## src/rtl/plab4_net_router_ter_out_demux_tp.sv

```systemverilog
// Terminal-output demux for the timing-protected router: steers the
// time-multiplexed ejection stream into one private FIFO per security
// domain and exposes two independent ejection interfaces.
module plab4_net_router_ter_out_demux_tp #(
   parameter int p_payload_nbits = 32,
   parameter int p_opaque_nbits  = 3,
   parameter int p_srcdest_nbits = 3,
   parameter int p_router_id     = 0,
   parameter int p_num_msgs      = 4,
   parameter int c_net_msg_nbits = p_payload_nbits + p_opaque_nbits + 2*p_srcdest_nbits
)(
   input  logic                       clk,
   input  logic                       reset,
   input  logic                       domain,

   input  logic                       in_val,
   output logic                       in_rdy,
   input  logic [c_net_msg_nbits-1:0] in_msg,

   output logic                       out_val_d0,
   input  logic                       out_rdy_d0,
   output logic [c_net_msg_nbits-1:0] out_msg_d0,

   output logic                       out_val_d1,
   input  logic                       out_rdy_d1,
   output logic [c_net_msg_nbits-1:0] out_msg_d1,

   output logic [15:0]                num_recv_d0,
   output logic [15:0]                num_recv_d1,
   output logic                       dest_err_d0,
   output logic                       dest_err_d1
);

   localparam int c_ptr_nbits = $clog2(p_num_msgs);
   localparam int c_cnt_nbits = c_ptr_nbits + 1;
   localparam logic [c_cnt_nbits-1:0] c_full = c_cnt_nbits'(p_num_msgs);
   localparam logic [p_srcdest_nbits-1:0] c_my_id = p_srcdest_nbits'(p_router_id);

   // Message layout is {dest, src, opaque, payload}; dest occupies the MSBs.
   logic [p_srcdest_nbits-1:0] in_dest;
   logic                       in_dest_bad;

   logic [c_net_msg_nbits-1:0] q0_mem [p_num_msgs];
   logic [c_net_msg_nbits-1:0] q1_mem [p_num_msgs];

   logic [c_ptr_nbits-1:0] q0_head, q0_tail;
   logic [c_ptr_nbits-1:0] q1_head, q1_tail;
   logic [c_cnt_nbits-1:0] q0_count, q1_count;

   logic enq0, enq1, deq0, deq1;

   // Ready depends only on the active domain's registered occupancy so one
   // domain's backpressure is never visible in the other domain's slot.
   always_comb begin
      in_rdy      = domain ? (q1_count != c_full) : (q0_count != c_full);
      in_dest     = in_msg[c_net_msg_nbits-1 -: p_srcdest_nbits];
      in_dest_bad = (in_dest != c_my_id);
      enq0        = in_val && in_rdy && !domain;
      enq1        = in_val && in_rdy &&  domain;
      out_val_d0  = (q0_count != '0);
      out_val_d1  = (q1_count != '0);
      deq0        = out_val_d0 && out_rdy_d0;
      deq1        = out_val_d1 && out_rdy_d1;
      out_msg_d0  = q0_mem[q0_head];
      out_msg_d1  = q1_mem[q1_head];
   end

   // Storage write for both queues; no reset needed since pointers gate reads.
   always_ff @(posedge clk) begin
      if (enq0) q0_mem[q0_tail] <= in_msg;
      if (enq1) q1_mem[q1_tail] <= in_msg;
   end

   // Domain-0 queue pointers, occupancy, receive counter and dest-error flag.
   always_ff @(posedge clk) begin
      if (reset) begin
         q0_head     <= '0;
         q0_tail     <= '0;
         q0_count    <= '0;
         num_recv_d0 <= '0;
         dest_err_d0 <= 1'b0;
      end else begin
         if (enq0) begin
            q0_tail     <= q0_tail + c_ptr_nbits'(1);
            num_recv_d0 <= num_recv_d0 + 16'd1;
            if (in_dest_bad) dest_err_d0 <= 1'b1;
         end
         if (deq0) q0_head <= q0_head + c_ptr_nbits'(1);
         case ({enq0, deq0})
            2'b10:   q0_count <= q0_count + c_cnt_nbits'(1);
            2'b01:   q0_count <= q0_count - c_cnt_nbits'(1);
            default: q0_count <= q0_count;
         endcase
      end
   end

   // Domain-1 queue pointers, occupancy, receive counter and dest-error flag.
   always_ff @(posedge clk) begin
      if (reset) begin
         q1_head     <= '0;
         q1_tail     <= '0;
         q1_count    <= '0;
         num_recv_d1 <= '0;
         dest_err_d1 <= 1'b0;
      end else begin
         if (enq1) begin
            q1_tail     <= q1_tail + c_ptr_nbits'(1);
            num_recv_d1 <= num_recv_d1 + 16'd1;
            if (in_dest_bad) dest_err_d1 <= 1'b1;
         end
         if (deq1) q1_head <= q1_head + c_ptr_nbits'(1);
         case ({enq1, deq1})
            2'b10:   q1_count <= q1_count + c_cnt_nbits'(1);
            2'b01:   q1_count <= q1_count - c_cnt_nbits'(1);
            default: q1_count <= q1_count;
         endcase
      end
   end

endmodule

```

## config.mk

```make
export PLATFORM = sky130hd
export DESIGN_NAME = plab4_net_router_ter_out_demux_tp
export DESIGN_NICKNAME = d
export VERILOG_FILES = /design/src/rtl/plab4_net_router_ter_out_demux_tp.sv
export SDC_FILE = /design/constraint.sdc
export NUM_CORES = 1
export LEC_CHECK = 0
export ABC_CLOCK_PERIOD_IN_PS = 2800
export CAP_MARGIN = 10
export CELL_PAD_IN_SITES_DETAIL_PLACEMENT = 0
export CELL_PAD_IN_SITES_GLOBAL_PLACEMENT = 1
export CORE_ASPECT_RATIO = 1.25
export CORE_MARGIN = 2
export CORE_UTILIZATION = 50
export CTS_BUF_LIST = sky130_fd_sc_hd__clkbuf_4
export CTS_CLUSTER_DIAMETER = 120
export DETAILED_ROUTE_END_ITERATION = 8
export MAX_ROUTING_LAYER = met4
export PLACE_DENSITY = 0.91
export SYNTH_ARGS = -nofsm -noshare
export SYNTH_HDL_FRONTEND = slang
export SYNTH_SLANG_ARGS = --single-unit
```

## constraint.sdc

```tcl
create_clock -name clk -period 2.8 [get_ports clk]
set_clock_uncertainty 0.1 [all_clocks]
set_input_delay 0.56 -clock clk [delete_from_list [all_inputs] [get_ports clk]]
set_output_delay 0.56 -clock clk [all_outputs]
set_load 0.1 [all_outputs]
```

==> run_1/logic_types.png <==
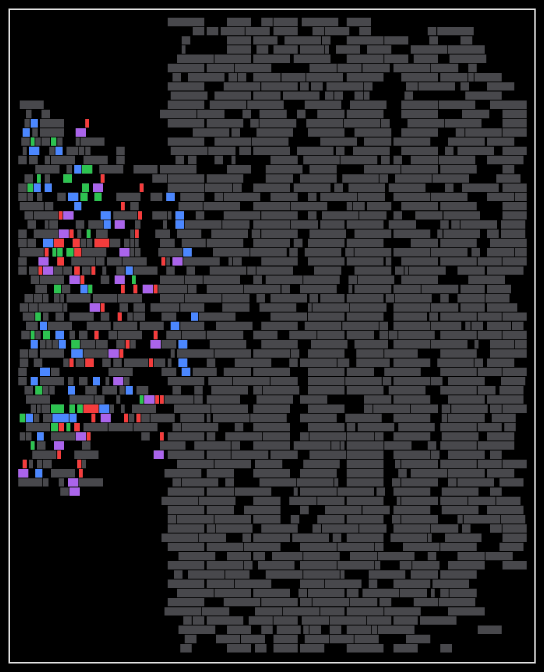
color	family	cells	most used
blue	and/or cells	39	or3_1
red	nor cells	45	nor2_1
green	nand cells	29	nand2_1
purple	xor and xnor cells	24	xnor2_1

==> run_1/clk_routes.png <==
The bar under the picture is 50 um long.
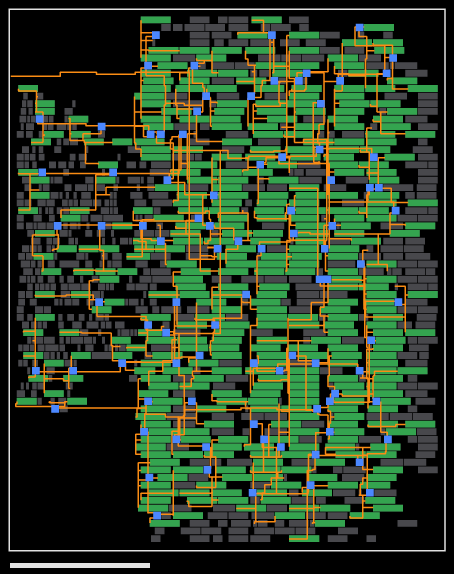
[orange] clock wires | length: 4610 um
[green] flip-flops | count: 380
[blue] clock drivers | count: 89
routed clock nets	90
clk latency late pin: 720 ps
Clk pwr share: 22.8%
power of the clock network: 4.36 mW

==> ci_impl_report.md, run 1 <==
### Metrics collected by this job

| Metric | Value |
|---|---|
| Die Span Y | about 190 um |
| R2r setup slk | 440 ps |
| CP top delay family | multiplexers |
| Yosys top cell by area | edfxtp_1 |
| WS Path Type | register to primary output |
| End of the worst hold path | dest_err_d1 |
| CTS max path bufs | 3 |
| CTS resizes | 7 |
| Most frequent cells in the layout | edfxtp_1 (328), clkbuf_4 (118), buf_12 (99) |
| Synthesized Nets | ~770 |
| Worst-path cell chain | buf_12, buf_16, mux4_2, buf_12 |
| Fin crit period | 2800 ps |
| Relative slew margins | 72.8% |
| Final WL | 31300 um |
| Yosys stat chip area | 0.0142 mm2 |
| Post-synthesis cell area | 0.0142 mm2 |
| Failing checks | negative setup slack |
| Max Cap Viol | 0 |
| Inverters | 17 |
| Worst-Margin Slew | 406 ps |
| Routed via count | 7774 |
| Number of fill cells | 1782 |
| Final Max Tran Viols | 0 |
| Synth Register Bits | 380 |
| Buffers outside the clock class | 203 |
| Most frequent CP cell | buf_12 |
| Sw Ratio | about two fifths |
| Ys flop type | edfxtp_1 |
| Sequential cell power | approximately 6.6 mW |
| Pwr dens | 1020 mW/mm2 |
| Ant. Diodes | 2 |
| WP buf/inv | 3 |
| Post-DP HPWL | 17600 um |
| Outcome | finished with violations |
| Total design power | approximately 19 mW |
| Commonest Layout Cell | edfxtp_1 |
| R2R depth | 9 |
| WP data required | around 2100 ps |
| Biggest area cells | edfxtp_1 (69%), mux4_2 (13%), dfxtp_1 (7.3%) |
| Synth top cell by count | edfxtp_1 |
| Worst r2r src | q0_count[2] |
| Comb area | 0.00316 mm2 |
| DP Worst Slack | 55.4 ps |
| Syn Inst Count | 706 |
| Total gr overflow | 0 |
| OpenROAD warning count | 34 |
| Setup WS post-layout | -3.99 ps |
| DR iter-0 viols | 575 |
| Comb. pwr | just over 8 mW |
| Fraction of area in multi-input gates | 16.9% |
| Clock-pin slew of the registers on the worst-case setup and hold paths | 70 ps |
| Startpoint types | register |
| Fraction of layout cells with a size suffix above 1 | 37.7% |
| CP max FO | 5 |
| Max Clk Rate | 357 MHz |
| Vias per std cell | 5.58 |
| CTS Hold Bufs | 0 |
| Endpoints failing setup | 3 |
| Clock buffer count | 118 |
| Power Internal | 11.8 mW |
| Vias in the first global route | 8041 |
| Worst hold start | dest_err_d1 |
| Post-CTS Setup Bufs | 3 |
| H-tree levels | 3 |
| EDFF count, synth | around 330 |
| Top-area cell type share of the netlist area | between 60 and 70% |
| Synthesis-to-layout area growth | 31.8% |
| 1st-pass router iterations | 4 |
| Slowest cell delay on critical path | 560 ps |
| Number of tapcells | between 300 and 400 |
| Clock distribution area overhead in the final layout | approximately 6% |
| Registers | 380 |
| Hold depth | 2 |
| Largest class | flip-flops and latches |
| Routed Antenna Nets | 0 |
| Top Ports | 166 |
| Net Switching | 7.32 mW |
| Seq area share | 58.2% |
| Unrepaired setup endpoints after global routing | true |
| Layout Nets | between 1k and 1.5k |
| Stages on worst setup path | 4 |
| Die ar. | 0.0298 mm2 |
| Signal buffers share of area | 16.2% |
| Mapped Avg Cell Area | 20.1 um2 |
| Top cells by count | edfxtp_1 (328), mux4_2 (82), dfxtp_1 (52) |
| Sequential share of power | 34.4% |
| Clock sink count | ~380 |
| Register area share after synthesis | between 70% and 80% |
| Core area | ~0.028 mm2 |
| TritonCTS clock tree | done |
| RePlAce Congestion | 0.788 |
| Chip width | ~150 um |
| Drt drc | 0 |
| Core Util at FP | 50.4% |
| Netlist cell types | 37 |
| Antenna violations before repair | 2 |
| Root buf cell | clkbuf_4 |
==> run_1/placement_by_type.png <==
The bar under the picture is 50 um long.
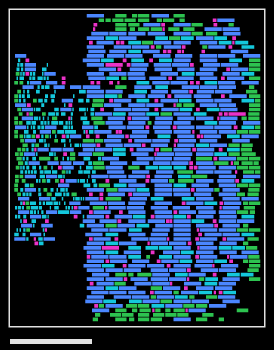
color	class	cells	share of their area
cyan	combinational and other logic	298	18%
blue	sequential cells	380	60%
green	remaining buffers and delay cells	203	17%
magenta	clock drivers and dummy loads	156	6.1%
Row Count: 69
Final Util: 66.4%

==> run_1/congestion.png <==
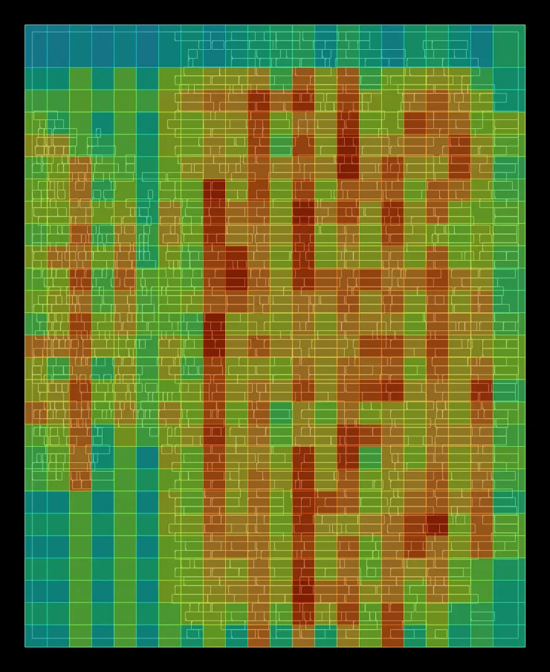
Routed WL per cell: 22.5 um
GRT Total Usage: 21.3%
grt met1 use: 24.5%

run 1: per-layer routing:
layer  track usage, %  share of wire (%)
met1             24.5                 36
met4             7.19                2.0
met5                -                  0
met3             5.23                7.2
met2             36.9                 55
run 1: kinds of logic after synthesis:
family                   after synthesis  synth area share [%]
AND-OR/OR-AND                         45                  1.69
XOR/XNOR                              24                  1.48
adder cells (fa/ha/maj)               14                  1.34
buffers and inverters                 45                  1.26
flip-flops                           380                  76.6
multiplexers                          85                  13.2
AND/OR/NAND/NOR                      113                  4.47
run 1: through the flow:
| step | std cells | setup TNS (ps) |
|---|---|---|
| floorplan | 706 | 0 |
| global placement | 1222 | 0 |
| detailed placement | 1222 | 0 |
| CTS | 1385 | -3670 |
| global route | 1394 | -5360 |
| finish | 1394 | -7.71 |
==> run_1/flops_by_reg.png <==
The bar under the picture is 50 um long. Other sequential cells in the stronger gray, the rest of the logic in the fainter gray.
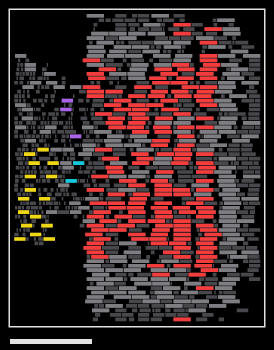

==> run 2, diff against run 1 <==
- TNS_END_PERCENT: default -> 30
==> run_2/flops_by_reg.png <==
The bar under the picture is 50 um long. Other sequential cells in the stronger gray, the rest of the logic in the fainter gray.
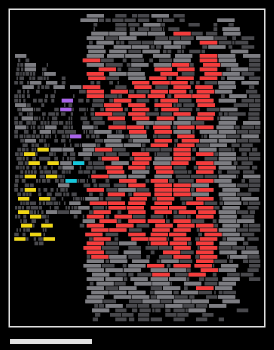
color	name in the netlist	placed flops
red	q0_mem	164
yellow	num_recv_d0	16
cyan	q0_tail	2
purple	q1_count	3
Seq area share: 58.3%
sequential cell power: 6.59 mW

==> ci_impl_report.md, run 2 <==
### Metrics collected by this job

| Metric | Value |
|---|---|
| Final Max Tran Viols | 0 (unchanged) |
| Synthesis-to-layout area growth | 31.5% |
| Core Util at FP | 50.4% (unchanged) |
| Max VDD drop | around 580 uV |
| Startpoint types | register |
| Worst min path class | register to register |
| CTS max path bufs | 3 (unchanged) |
| RePlAce Congestion | 0.788 (unchanged) |
| Register area share after synthesis | 76.6% (unchanged) |
| Number of fill cells | 1778 (-0.22%) |
| Post-Layout Cell Count | 1394 (unchanged) |
| Unrepaired setup endpoints after global routing | true |
| Fin crit period | 2820 ps (+12.6 ps) |
| R2r setup slk | 440 ps (about the same) |
| DP Worst Slack | 55.4 ps (unchanged) |
| Top Ports | 166 (unchanged) |
| Pwr dens | 1020 mW/mm2 (-0.39%) |
| Met3 GRT Util | 5.10% (-0.13 points) |
| Relative slew margins | 72.9% (about the same) |
| Top Registers | q0_mem: 164 flops, q1_mem: 164 flops |
| Commonest Layout Cell | edfxtp_1 |
| Total design power | 19.0 mW (-0.61%) |
| Synth top cell by count | edfxtp_1 |
| Clock-pin slew of the registers on the worst-case setup and hold paths | 60 ps (about the same) |
| First-pass GRT wire length | 44600 um |
| Largest net degree at the start of global routing | 42 |
| WS Path Type | register to primary output |
| Endpoints failing setup | 10 (+7) |
| Syn Inst Count | 706 (unchanged) |
| Total gr overflow | 0 (unchanged) |
| Setup crit end | out_msg_d1[14] |
| Slowest cell delay on critical path | 580 ps (+20 ps) |
| R2R depth | 9 (unchanged) |
| CP top delay family | multiplexers |
| Die Span Y | 193 um (unchanged) |
| Met2 routed WL | 16700 um (-3.0%) |
| CTS Hold Bufs | 0 (unchanged) |
| Vias per std cell | 5.50 (-1.3%) |
| Die ar. | 0.0298 mm2 (unchanged) |
| Netlist cell types | 37 (unchanged) |
| Leakage | between 6 and 7 nW |
| WP buf/inv | 3 (unchanged) |
| DR iter-0 viols | 582 (+1.2%) |
| Outcome | finished with violations |
| Core area | 0.0282 mm2 (unchanged) |
| Biggest area cells | edfxtp_1 (69%), mux4_2 (13%), dfxtp_1 (7.3%) |
| Synth Register Bits | 380 (unchanged) |
| Post-DP HPWL | 17600 um (unchanged) |
| Most frequent CP cell | buf_12 |
| Setup crit end kind | primary output |
| CP max FO | 6 (+1) |
| TritonCTS clock tree | done |
| GRT met2 Usage | 35.4% (-1.5 points) |
| Layout Nets | 1032 (-0.097%) |
| Hold WS | around 380 ps |
| Row Count | 69 (unchanged) |
| Setup_tns | -54.9 ps (-47.2 ps) |
| Yosys top cell by area | edfxtp_1 |
| EDFF count, synth | 328 (unchanged) |
| GRT Total Usage | 20.6% (-0.69 points) |
| Top cells by count | edfxtp_1 (328), mux4_2 (82), dfxtp_1 (52) |
| Clock sink count | 380 (unchanged) |
| Final Cell Area | 0.0187 mm2 |
| Setup WS post-layout | -16.6 ps (-12.6 ps) |
| Placed insts | 1222 (unchanged) |
| Stages on worst setup path | 4 (unchanged) |
| Crit-path slowest cell | mux4_2 |
| Worst hold start | dest_err_d1 |
| Vias in the first global route | 8106 (+0.81%) |
| Crit share post-route | 101% |
| End of the worst hold path | dest_err_d1 |
| Grt met1 use | 23.7% (-0.75 points) |
| Post-synthesis cell area | 0.0142 mm2 (unchanged) |
| Max Clk Rate | 355 MHz (-0.45%) |
| Drt drc | 0 (unchanged) |
| Post-CTS Setup Bufs | 2 (-1) |
| WL met3 | 2010 um (-11%) |
| Worst flop-to-flop path endpoint | q0_count[2] |
| WP data arrival | 2160 ps |
| WL met1 | 11400 um (+1.7%) |
| Mapped Avg Cell Area | 20.1 um2 (unchanged) |
| Root buf cell | clkbuf_4 |
| Max Cap Viol | 0 (unchanged) |
| Worst-Margin Slew | 405 ps (-0.471 ps) |
| Antenna violations before repair | 2 (unchanged) |
| Routed WL per cell | 22.1 um (-1.8%) |
| DP Area | 0.0173 mm2 |
| Yosys stat chip area | 0.0142 mm2 (unchanged) |
| Routed via count | 7670 (-1.3%) |
| Most frequent cells in the layout | edfxtp_1 (328), clkbuf_4 (118), buf_12 (98) |
| Worst r2r src | q0_count[2] |
| 1st-pass router iterations | 4 (unchanged) |
| Failing checks | negative setup slack |
| Chip width | 155 um (unchanged) |
| Number of CTS-inserted buffers | 89 |
| Hold depth | 2 (unchanged) |
| Ys async rst share | 0% |
| Top sig layer | met4 |
| Most used routing layer | met2 |
| H-tree levels | 3 (unchanged) |
| Fraction of layout cells with a size suffix above 1 | 37.6% (-0.060 points) |
| Top-area cell type share of the netlist area | 69.3% (unchanged) |
| Clk latency late pin | 720 ps (about the same) |
| Endpoints failing hold | 0 |
| Cell count listed in synth_stat.txt | 706 |
| Ys flop type | edfxtp_1 |
| WP data required | 2140 ps (about the same) |
| OpenROAD warning count | 34 (unchanged) |
| Synthesized Nets | 767 (unchanged) |
| Final WL | 30700 um (-1.8%) |
| Port bufs | 165 |
| Final Util | 66.3% (-0.15 points) |
| CTS resizes | 4 (-3) |
| Worst-path cell chain | buf_12, buf_12, mux4_2, buf_12 |
| Routed Antenna Nets | 0 (unchanged) |
| Yosys warns | 0 |
==> run_2/clk_routes.png <==
The bar under the picture is 50 um long.
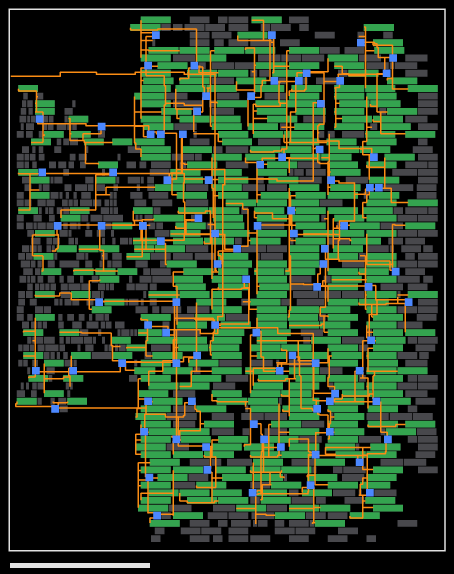
[green] flip-flops | count: 380
[orange] clock wires | length: 4520 um
[blue] clock drivers | count: 89
flops lie	spread over the die
routed clock nets	90
power of the clock network: 4.34 mW

==> run 2: cell counts after synthesis <==
No cell type changed its count.
==> run 2: area by class of cell <==
class	instances	area (um2)	share of cell area, %
Multi-Input combinational cell	281	3160	16.9
Clock buffer	118	886	4.74
Timing Repair Buffer	202	3000	16.0
Tap cell	355	444	2.37
Sequential cell	380	10900	58.3
Inverter	17	63.8	0.341
Clock inverter	38	238	1.27
Antenna cell	3	7.51	0.0401
==> run 2: cell families after synthesis <==
family | synth area share [%]
buffers and inverters | 1.26
adder cells (fa/ha/maj) | 1.34
multiplexers | 13.2
AND-OR/OR-AND | 1.69
AND/OR/NAND/NOR | 4.47
XOR/XNOR | 1.48
flip-flops | 76.6
==> run 2: power by group <==
group	switching, mW	internal (mW)
sequential	0.173	6.42
clock	2.09	2.26
combinational	5.01	3.07
total	7.27	11.7
==> run_2/congestion.png <==
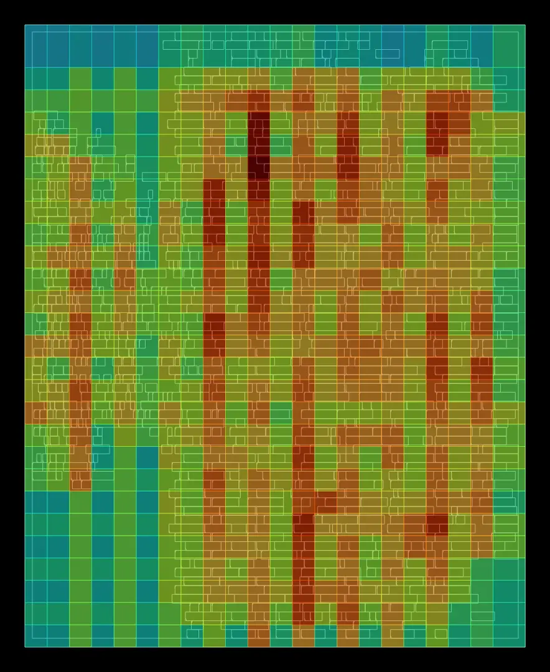

==> run 3, diff against run 2 <==
- TNS_END_PERCENT: 30 -> 100
==> run_3/congestion.png <==
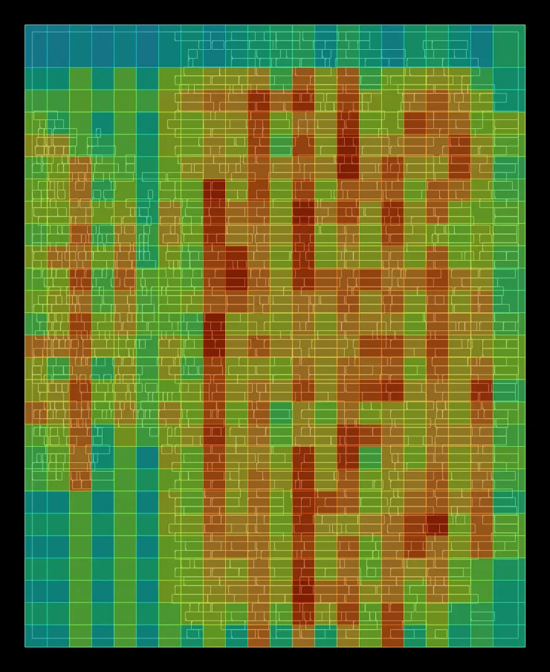
met3 GRT Util: 5.23%
GRT met2 Usage: 36.9%
most used routing layer: met2

==> run_3/flops_by_reg.png <==
The bar under the picture is 50 um long. Other sequential cells in the stronger gray, the rest of the logic in the fainter gray.
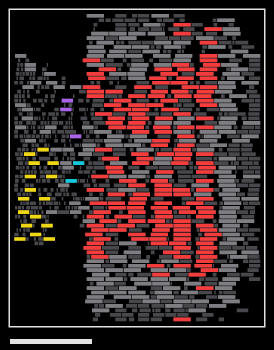
color	name in the netlist	placed flops
cyan	q0_tail	2
red	q0_mem	164
purple	q1_count	3
yellow	num_recv_d0	16
not colored	195

==> ci_impl_report.md, run 3 <==
### Metrics collected by this job

| Metric | Value |
|---|---|
| Seq area share | 58.2% (-0.13 points) |
| Synth top cell by count | edfxtp_1 |
| Startpoint types | register |
| Synthesis-to-layout area growth | 31.8% |
| Signal buffers share of area | 16.2% (+0.20 points) |
| Hold depth | 2 (unchanged) |
| Comb area | 0.00316 mm2 (unchanged) |
| Core area | 0.0282 mm2 (unchanged) |
| Routed WL per cell | 22.5 um (+1.8%) |
| Syn Inst Count | 706 (unchanged) |
| Setup crit end kind | primary output |
| WP data arrival | 2140 ps (-20 ps) |
| Post-Layout Cell Count | 1394 (unchanged) |
| H-tree levels | 3 (unchanged) |
| CP top delay family | multiplexers |
| Relative slew margins | 72.8% (about the same) |
| Final WL | 31300 um (+1.8%) |
| Drt drc | 0 (unchanged) |
| Stages on worst setup path | 4 (unchanged) |
| Hold WS | 377 ps (+0.0680 ps) |
| Final Cell Area | 0.0187 mm2 (+0.23%) |
| Gate power share | 42.9% (+0.4 points) |
| Max VDD drop | 580 uV (-0.51%) |
| Worst min path class | register to register |
| Row Count | 69 (unchanged) |
| WP buf/inv | 3 (unchanged) |
| Final Max Tran Viols | 0 (unchanged) |
| CP max FO | 5 (-1) |
| Worst r2r src | q0_count[2] |
| Buffers outside the clock class | 203 (+0.50%) |
| Setup crit end | out_msg_d0[12] |
| Sequential share of power | 34.4% (-0.3 points) |
| Sw Ratio | 38.3% (about the same) |
| Fraction of area in multi-input gates | 16.9% (-0.038 points) |
| End of the worst hold path | dest_err_d1 |
| Worst-Margin Slew | 406 ps (+0.471 ps) |
| First-pass GRT wire length | 45700 um (+2.4%) |
| Clk latency late pin | 720 ps (about the same) |
| Routed via count | 7774 (+1.4%) |
| Setup_tns | -7.71 ps (+47.2 ps) |
| Yosys warns | 0 (unchanged) |
| Netlist cell types | 37 (unchanged) |
| Setup WS post-layout | -3.99 ps (+12.6 ps) |
| Failing checks | negative setup slack |
| Clock-pin slew of the registers on the worst-case setup and hold paths | 70 ps (about the same) |
| Ant. Diodes | 2 (-1) |
| GRT Total Usage | 21.3% (+0.69 points) |
| Comb. pwr | 8.20 mW (+1%) |
| Number of tapcells | 355 (unchanged) |
| Biggest area cells | edfxtp_1 (69%), mux4_2 (13%), dfxtp_1 (7.3%) |
| Die Span Y | 193 um (unchanged) |
| Top-area cell type share of the netlist area | 69.3% (unchanged) |
| RePlAce Congestion | 0.788 (unchanged) |
| Fraction of layout cells with a size suffix above 1 | 37.7% (+0.060 points) |
| Final Util | 66.4% (+0.15 points) |
| Top cells by count | edfxtp_1 (328), mux4_2 (82), dfxtp_1 (52) |
| Pwr dens | 1020 mW/mm2 (+0.39%) |
| OpenROAD warning count | 34 (unchanged) |
| Core Util at FP | 50.4% (unchanged) |
| Endpoints failing setup | 3 (-7) |
| Max Cap Viol | 0 (unchanged) |
| Post-CTS Setup Bufs | 3 (+1) |
| Total design power | 19.1 mW (+0.62%) |
| Power of the clock network | 4.36 mW (about the same) |
| Vias in the first global route | 8041 (-0.80%) |
| Registers | 380 (unchanged) |
| Most frequent CP cell | buf_12 |
| Worst flop-to-flop path endpoint | q0_count[2] |
| Ys async rst share | 0% (unchanged) |
| Synth Register Bits | 380 (unchanged) |
| Logic Gate Count | 281 (unchanged) |
| Ys flop type | edfxtp_1 |
| DR iter-0 viols | 575 (-1.2%) |
| Leakage | 6.37 nW (+0.26%) |
| Outcome | finished with violations |
| CTS max path bufs | 3 (unchanged) |
| R2r setup slk | 440 ps (about the same) |
| Commonest Layout Cell | edfxtp_1 |
| DP Worst Slack | 55.4 ps (unchanged) |
| R2R depth | 9 (unchanged) |
| Die ar. | 0.0298 mm2 (unchanged) |
| Port bufs | 165 (unchanged) |
| Antenna violations before repair | 2 (unchanged) |
| Mapped Avg Cell Area | 20.1 um2 (unchanged) |
| Slowest cell delay on critical path | 560 ps (-20 ps) |
| Sequential cell power | 6.58 mW (about the same) |
| EDFF count, synth | 328 (unchanged) |
| CTS Hold Bufs | 0 (unchanged) |
| WS Path Type | register to primary output |
## run 3: cell types whose count changed in the layout (fill, tap and decap cells not counted)
cell / change
diode_2: -1
buf_16: +3
buf_4: -1
clkbuf_16: -2
buf_12: +1
## run 3: routing by layer
| metal | vias to the layer above | track usage, % | share of wire [%] |
|---|---|---|---|
| li1 | 3436 | - | - |
| met1 | 3947 | 24.5 | 36 |
| met2 | 352 | 36.9 | 55 |
| met3 | 39 | 5.23 | 7.2 |
| met4 | 0 | 7.19 | 2.0 |
| met5 | - | - | 0 |
## run 3: cell families after synthesis
logic type,synth area share (%)
XOR/XNOR,1.48
AND/OR/NAND/NOR,4.47
adder cells (fa/ha/maj),1.34
buffers and inverters,1.26
flip-flops,76.6
AND-OR/OR-AND,1.69
multiplexers,13.2
Power and IR drop assume default switching activity.
